`src/rtl/pc_pkg.sv`:
```
// Shared program-counter definitions: FSM state encoding and default vectors/step
// used by pc_counter and the fetch stage.
package pc_pkg;

    typedef enum logic [1:0] {
        BOOT   = 2'd0,
        RUN    = 2'd1,
        BUBBLE = 2'd2
    } pc_state_t;

    localparam logic [31:0] DEFAULT_RESET_VECTOR = 32'h0000_0000;
    localparam logic [31:0] DEFAULT_TRAP_VECTOR  = 32'h0000_0100;
    localparam int unsigned DEFAULT_STEP         = 4;

endpackage

```
`src/rtl/up_counter.sv`:
```
// Free-running wrap-around event counter with asynchronous active-low reset;
// counts one per cycle with inc=1.
module up_counter #(
    parameter int unsigned WIDTH = 32
) (
    input  logic             clk,
    input  logic             reset,
    input  logic             inc,
    output logic [WIDTH-1:0] count
);

    always_ff @(posedge clk or negedge reset) begin
        if (!reset) begin
            count <= '0;
        end else if (inc) begin
            count <= count + WIDTH'(1);
        end
    end

endmodule

```
`src/rtl/pc_counter.sv`:
```
// Fetch program counter with stall, branch and trap redirect plus a retired-fetch counter.
// Optional target alignment check is enabled by defining PC_MISALIGN_CHECK_EN.
module pc_counter
    import pc_pkg::*;
#(
    parameter int unsigned      WIDTH        = 32,
    parameter int unsigned      STEP         = DEFAULT_STEP,
    parameter logic [WIDTH-1:0] RESET_VECTOR = WIDTH'(DEFAULT_RESET_VECTOR),
    parameter logic [WIDTH-1:0] TRAP_VECTOR  = WIDTH'(DEFAULT_TRAP_VECTOR)
) (
    input  logic             clk,
    input  logic             reset,
    input  logic             stall,
    input  logic             load,
    input  logic [WIDTH-1:0] target,
    input  logic             trap,
    output logic [WIDTH-1:0] out,
    output logic [WIDTH-1:0] pc_plus_step,
    output logic             valid,
    output logic             misaligned,
    output logic [WIDTH-1:0] fetch_count
);

    localparam logic [WIDTH-1:0] STEP_W = WIDTH'(STEP);

    pc_state_t        state;
    logic             redirect;
    logic [WIDTH-1:0] redirect_pc;

    assign pc_plus_step = out + STEP_W;
    assign redirect     = trap | load;

`ifdef PC_MISALIGN_CHECK_EN
    logic bad_target;

    assign bad_target = (target % STEP_W) != '0;

    always_comb begin
        redirect_pc = target;
        if (trap || bad_target) begin
            redirect_pc = TRAP_VECTOR;
        end
    end

    // Redirects are ignored in BOOT, so the sticky flag only moves when one is accepted.
    always_ff @(posedge clk or negedge reset) begin
        if (!reset) begin
            misaligned <= 1'b0;
        end else if (state != BOOT) begin
            if (trap) begin
                misaligned <= 1'b0;
            end else if (load) begin
                misaligned <= bad_target;
            end
        end
    end
`else
    always_comb begin
        redirect_pc = target;
        if (trap) begin
            redirect_pc = TRAP_VECTOR;
        end
    end

    assign misaligned = 1'b0;
`endif

    always_ff @(posedge clk or negedge reset) begin
        if (!reset) begin
            state <= BOOT;
            out   <= RESET_VECTOR;
            valid <= 1'b0;
        end else begin
            unique case (state)
                BOOT: begin
                    state <= RUN;
                    valid <= 1'b1;
                end
                RUN, BUBBLE: begin
                    if (redirect) begin
                        out   <= redirect_pc;
                        state <= BUBBLE;
                        valid <= 1'b0;
                    end else begin
                        if (state == RUN && !stall) begin
                            out <= pc_plus_step;
                        end
                        state <= RUN;
                        valid <= 1'b1;
                    end
                end
                default: begin
                    state <= BOOT;
                    valid <= 1'b0;
                end
            endcase
        end
    end

    up_counter #(
        .WIDTH(WIDTH)
    ) u_fetch_count (
        .clk  (clk),
        .reset(reset),
        .inc  (valid & ~stall),
        .count(fetch_count)
    );

endmodule

```
`config.mk`:
```
export PLATFORM = sky130hd
export DESIGN_NAME = pc_counter
export DESIGN_NICKNAME = d
export VERILOG_FILES = /design/src/rtl/pc_pkg.sv /design/src/rtl/up_counter.sv /design/src/rtl/pc_counter.sv
export SDC_FILE = /design/constraint.sdc
export NUM_CORES = 1
export LEC_CHECK = 0
export CAP_MARGIN = 20
export CORE_ASPECT_RATIO = 1.2
export CORE_MARGIN = 2
export CORE_UTILIZATION = 51
export CTS_BUF_LIST = sky130_fd_sc_hd__clkbuf_8
export CTS_CLUSTER_SIZE = 20
export DETAILED_ROUTE_END_ITERATION = 16
export PLACE_DENSITY = 0.89
export SLEW_MARGIN = 5
export SYNTH_ARGS = -nofsm -noshare
export SYNTH_HDL_FRONTEND = slang
export SYNTH_HIERARCHICAL = 1
export SYNTH_SLANG_ARGS = --single-unit
```
`constraint.sdc`:
```
create_clock -name clk -period 4.7 [get_ports clk]
set_input_delay 1.41 -clock clk [delete_from_list [all_inputs] [get_ports clk]]
set_output_delay 1.41 -clock clk [all_outputs]
set_load 0.05 [all_outputs]
```
==> Slide: Implementation Results, run 1 <==
Physical Implementation Snapshot

Power and ir drop
  – Sequential power: 1.00 mW
  – Overall power: 3.65 mW
  – PwrDens: 668 nW/µm²
  – Top pwr grp: combinational cells
  – Combinational power share: 60.5%
  – P_int: 1.67 mW
  – Sw Ratio: 54.4%
  – VDD IR max: 0.517 mV
  – Sequential share of power: 27.4%
  – Sw Pwr: 1.99 mW
  – Leak: 2.27 nW
  – Clock power share: 12.1%
  – Combinational cell power: 2.21 mW
  – Clk pwr: 0.442 mW

Place
  – GP Congestion: 0.914
  – Placed insts: 628
  – I/O Buffers: 133
  – Post-DP Area: 5290 µm²
  – Pre-CTS setup slack: 0.612 ns

Yosys
  – Top cells by count: 66 x dfrtp_1, 34 x nand2_1, 31 x xnor2_1, 30 x nor2_1, 29 x o21ai_0
  – Post-Syn Area: 3930 µm²
  – Area share, top type: 42.1%
  – Post-synthesis net count: 465
  – Ys flops: 66
  – Seq share, synth: 42.1%
  – Post-Synth Simple-Gate Area: 23.5%
  – Synth async-reset ratio: 100%
  – Mean post-synth cell area: 9.28 µm²
  – Post-synth EDFFs: 0
  – Yosys cell types: 47
  – Syn Inst Count: 423
  – Area fraction in mux cells: 1.31%
  – Xor/xnor share: 13.2%
  – Yosys stat chip area: 3930 µm²
  – Synthesis Warnings: 6
  – Synth Area in Adders: 1.59%
  – Count leader, synth: dfrtp_1
  – Ao+oa area frac: 14.1%
  – # Cells Yosys: 423
  – Top comb family, area: simple AND/OR/NAND/NOR gates
  – Most common reg cell: dfrtp_1

Global routing
  – GR Util All Layers: 27.2%
  – Grt met1 use: 31.2%
  – Global-route wire length before repair: 18200 µm
  – M2 GR Usage: 47.6%
  – Initial antenna violation count: 0
  – GR Layer Usage met3: 5.84%
  – Largest net degree at the start of global routing: 45
  – Gr busiest metal: met2

Final timing
  – Max Slew Vio Count: 0
  – Fmax: 0.224 GHz
  – Worst rel slew slack: 43.9%
  – Hold Fails Final Rpt: 0
  – Fin crit period: 4.47 ns
  – Clock Skew: 0.0104 ns
  – Setup TNS: 0 ns
  – Hold slack: 0.476 ns
  – Worst slew pin tran: 0.841 ns
  – Final setup fails: 0
  – Period utilization: 95.0%

Die
  – Floorplan-stage core utilization: 51.8%
  – Placeable Area: 7580 µm²
  – Die height: 100 µm
  – Cell Rows: 35
  – I/O Pins: 135
  – Die Area: 8420 µm²
  – Die width: 84.1 µm
  – Taps Inserted: 92

Clocking
  – CTS root buffer: clkbuf_8
  – H-tree levels: 3
  – CTS Sinks: 66
  – CTS-repair resized insts: 0
  – Num CTS Buffers: 9
  – CTS tree: done
  – Worst-path clk slew: 0.07 ns
  – CTS Hold Bufs: 0
  – CTS Buffer Depth: 2

Worst setup path
  – Largest stage delay, worst path: 0.81 ns
  – Worst setup startpoint: out[2]$_DFFE_PN0P_
  – RR Endpoint: u_fetch_count/count[31]$_DFFE_PN0P_
  – Worst path top cell family by delay: simple AND/OR/NAND/NOR gates
  – CP startpoint kind: flop
  – Register-to-register setup slack: 2.40 ns
  – Worst Reg-to-Reg Cells: 6
  – WS Path Type: flop to primary output
  – Reg2Reg Launch Point: state[0]$_DFF_PN0_
  – Worst-path cell chain: ha_1 > and3_1 > nand2b_1 > or4_4 > xnor2_1 > clkdlybuf4s50_1
  – CP max stage cell: clkdlybuf4s50_1
  – Crit path arrival time: 3.06 ns
  – WP buf/inv: 1
  – Critical Path End: pc_plus_step[28]

Route
  – DRT antenna net count: 0
  – WL met1: 4350 µm
  – TritonRoute pass-1 iters: 4
  – First DRT Iteration DRCs: 129
  – Via density: 5.93
  – Via count: 3821
  – Final wirelength: 11300 µm
  – DRC Markers: 0
  – WL met2: 5720 µm
  – Wirelength per Cell: 17.6 µm
  – Max Used Layer: met4

Finish
  – Regs by FF count: out: 32 flops, u_fetch_count/count: 32 flops, state: 2 flops
  – N_diodes: 0
  – Logic share of the area: 38.5%
  – Filler cells: 563
  – Synth-to-Final Area Change: 39.4%
  – Logic area: 2110 µm²
  – Seq area share: 30.2%
  – Clock buffers: 11
  – Layout cells sized above 1: 6.88%
  – Core Util, Final: 72.2%
  – Combinational gates: 319
  – NonClk Buf Share: 25.1%
  – Most frequent logic cells in the routed design: 132 x clkdlybuf4s50_1, 66 x dfrtp_1, 34 x nand2_1
  – Sequential cell area: 1650 µm²
  – Top cell category: multi-input combinational cells
  – Fin cells: 644
  – Inverter count: 12

Outcome
  – Status: completed

Run
  – Stage-log warning count: 28
  – Max cap viols: 0

Worst hold path
  – Worst Hold End: u_fetch_count/count[31]$_DFFE_PN0P_
  – Hold Crit Start: u_fetch_count/count[31]$_DFFE_PN0P_
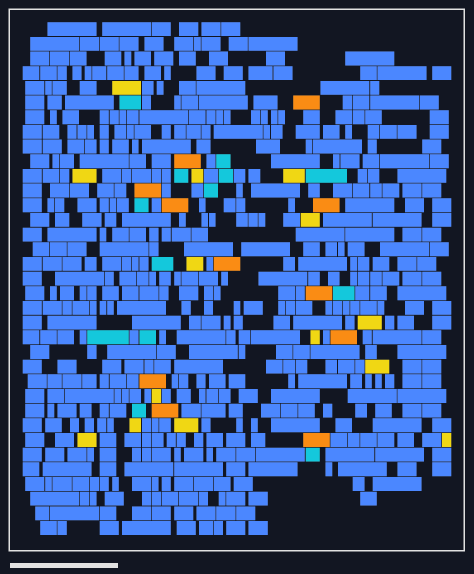
Fig. 1. Sizing map (run 1).
Scale bar: 20 µm.
[orange] x6 and larger | cells: 11 | share: 2.0%
[cyan] x3 and x4 | cells: 13 | share: 2.4%
[blue] x1 and smaller | cells: 514 | share: 93%
[yellow] x2 | cells: 14 | share: 2.5%
finished layout cell area: 5470 µm²
final setup margin: 0.233 ns
Non-clock buffers: 139

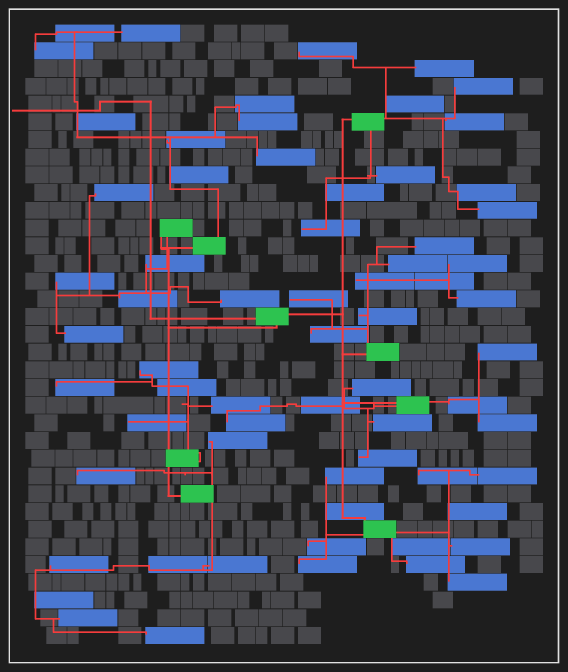
Fig. 2. Routed clock nets over the placement (run 1).
[blue] flip-flops | count: 66
[red] clock wires | length: 876 µm
[green] clock-net drivers | count: 9
flops lie: widely spread

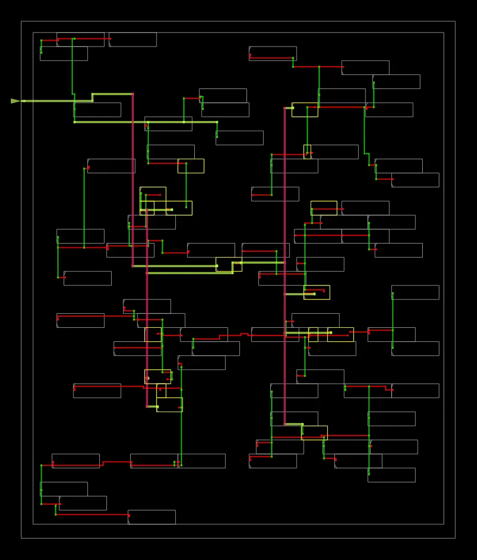
Fig. 3. The clock network (run 1).
sequential cell count: 66
clk latency late pin: 0.35 ns

Fig. 4: run 1, metal 4
Scale bar: 20 µm.
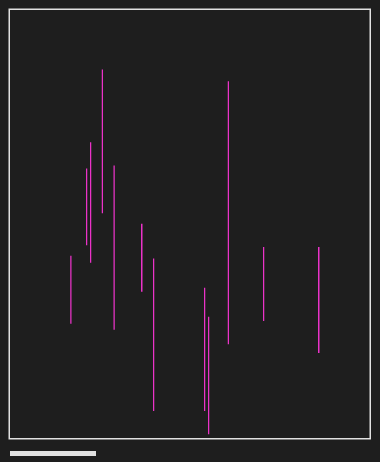

==> run 1 -> run 2 <==
--- a/config.mk
+++ b/config.mk
@@ -5,14 +5,17 @@
 export SDC_FILE = /design/constraint.sdc
 export NUM_CORES = 1
 export LEC_CHECK = 0
+export ABC_CLOCK_PERIOD_IN_PS = 4700
 export CAP_MARGIN = 20
 export CORE_ASPECT_RATIO = 1.2
 export CORE_MARGIN = 2
-export CORE_UTILIZATION = 51
+export CORE_UTILIZATION = 65
 export CTS_BUF_LIST = sky130_fd_sc_hd__clkbuf_8
 export CTS_CLUSTER_SIZE = 20
 export DETAILED_ROUTE_END_ITERATION = 16
-export PLACE_DENSITY = 0.89
+export DONT_BUFFER_PORTS = 1
+export GPL_TIMING_DRIVEN = 1
+export PLACE_DENSITY = 0.81
 export SLEW_MARGIN = 5
 export SYNTH_ARGS = -nofsm -noshare
 export SYNTH_HDL_FRONTEND = slang
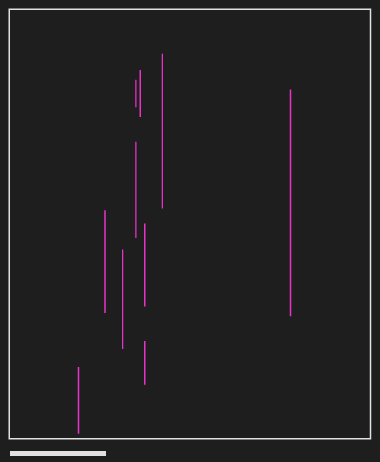
Fig. 5. Metal 4 (run 2).
Scale bar: 20 µm.
wire length on this layer: 195 µm
longest straight run: 46.9 µm

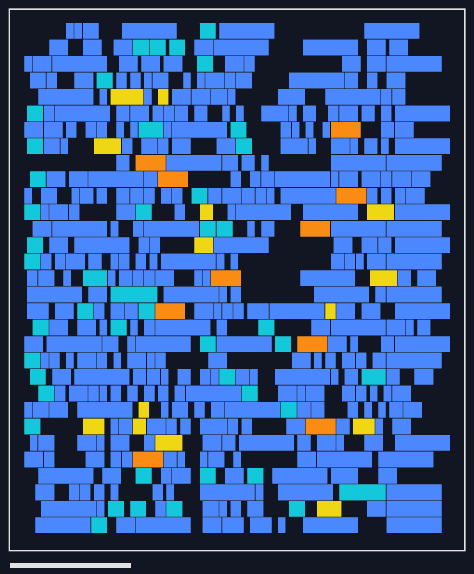
Fig. 6. Sizing map (run 2).
Scale bar: 20 µm.
[orange] x6 and larger | cells: 10 | share: 2.2%
[yellow] x2 | cells: 14 | share: 3.1%
[blue] x1 and smaller | cells: 382 | share: 85%
[cyan] x3 and x4 | cells: 45 | share: 10%

==> run 2 against run 1 <==
First-iteration DRC count increased by 51%. Clock-buffer cell count is 1 lower. Hold slack improved by 0.11 ns. Highest routed layer unchanged.
==> Slide: Implementation Results, run 2 <==
Physical Implementation Snapshot

Finish
  – Finished layout cell area: 4360 µm²
  – NonClk Buf Share: 6.54%
  – Sequential cell area: 1650 µm²
  – Inverter count: 12
  – Fin cells: 533
  – Filler cells: 462
  – Layout cells sized above 1: 15.3%
  – Logic area: 2110 µm²
  – Combinational gates: 319
  – Non-clock buffers: 38
  – Seq area share: 37.8%
  – Logic share of the area: 48.3%
  – Regs by FF count: out: 32 flops, u_fetch_count/count: 32 flops, state: 2 flops
  – Clock buffers: 10

Clocking
  – Num CTS Buffers: 9
  – CTS Buffer Depth: 2
  – CTS-repair resized insts: 0
  – Worst-path clk slew: 0.07 ns
  – CTS root buffer: clkbuf_8
  – CTS Hold Bufs: 0
  – Clk latency late pin: 0.34 ns
  – CTS Sinks: 66

Route
  – WL met2: 5430 µm
  – Max Used Layer: met4
  – TritonRoute pass-1 iters: 4
  – Final wirelength: 10200 µm
  – DRC Markers: 0
  – Via count: 3456
  – WL met1: 3810 µm
  – First DRT Iteration DRCs: 195
  – Via density: 6.48

Yosys
  – Synthesis Warnings: 6
  – Most common reg cell: dfrtp_1
  – Post-Synth Simple-Gate Area: 23.5%
  – Top cells by count: 66 x dfrtp_1, 34 x nand2_1, 31 x xnor2_1, 30 x nor2_1, 29 x o21ai_0
  – Top comb family, area: simple AND/OR/NAND/NOR gates
  – Synth async-reset ratio: 100%
  – Yosys stat chip area: 3930 µm²
  – Post-synth EDFFs: 0
  – Post-Syn Area: 3930 µm²
  – Ys flops: 66
  – Xor/xnor share: 13.2%
  – # Cells Yosys: 423
  – Post-synthesis net count: 465
  – Mean post-synth cell area: 9.28 µm²
  – Area share, top type: 42.1%
  – Syn Inst Count: 423
  – Yosys cell types: 47
  – Area fraction in mux cells: 1.31%
  – Synth Area in Adders: 1.59%

Power and ir drop
  – Top pwr grp: combinational cells
  – PwrDens: 742 nW/µm²
  – Sequential power: 1.37 mW
  – Overall power: 3.24 mW
  – Sequential share of power: 42.4%
  – Sw Ratio: 58.8%
  – Leak: 1.94 nW
  – Clock power share: 13.1%
  – Combinational power share: 44.5%
  – Combinational cell power: 1.44 mW
  – P_int: 1.33 mW

Die
  – Placeable Area: 5930 µm²
  – Cell Rows: 31
  – I/O Pins: 135
  – Die height: 89.1 µm
  – Taps Inserted: 82
  – Die width: 75.0 µm
  – Die Area: 6680 µm²

Place
  – Pre-CTS setup slack: 0.916 ns
  – I/O Buffers: 0
  – Post-DP Area: 4190 µm²
  – GP Congestion: 0.870
  – Placed insts: 517

Final timing
  – Setup TNS: 0 ns
  – Worst rel slew slack: 30.7%
  – Clock Skew: 0.00580 ns
  – Final setup margin: 0.516 ns
  – Final setup fails: 0
  – Worst slew pin tran: 1.03 ns
  – Fin crit period: 4.18 ns
  – Fmax: 0.239 GHz
  – Period utilization: 89.0%
  – Hold slack: 0.582 ns
  – Max Slew Vio Count: 0
  – Hold Fails Final Rpt: 0

Global routing
  – GR Layer Usage met3: 10.3%
  – Gr busiest metal: met2
  – GR Util All Layers: 31.2%
  – Grt met1 use: 35.6%
  – Initial antenna violation count: 0
  – Global-route wire length before repair: 15800 µm
  – Largest net degree at the start of global routing: 67

Worst setup path
  – Critical Path End: pc_plus_step[28]
  – Crit path arrival time: 2.77 ns
  – WP buf/inv: 1
  – Worst-path cell chain: ha_1 > and3_1 > nand2b_1 > or4_4 > xnor2_1 > buf_4
  – WS Path Type: flop to primary output
  – Worst Reg-to-Reg Cells: 6
  – RR Endpoint: u_fetch_count/count[17]$_DFFE_PN0P_
  – CP startpoint kind: flop
  – Register-to-register setup slack: 1.75 ns
  – Reg2Reg Launch Point: state[0]$_DFF_PN0_
  – Worst setup startpoint: out[3]$_DFFE_PN0P_

Outcome
  – Status: completed

Worst hold path
  – Worst hold stages: 2
  – Hold Crit Start: state[1]$_DFF_PN0_

Run
  – Max cap viols: 0
Power and IR drop assume default switching activity.
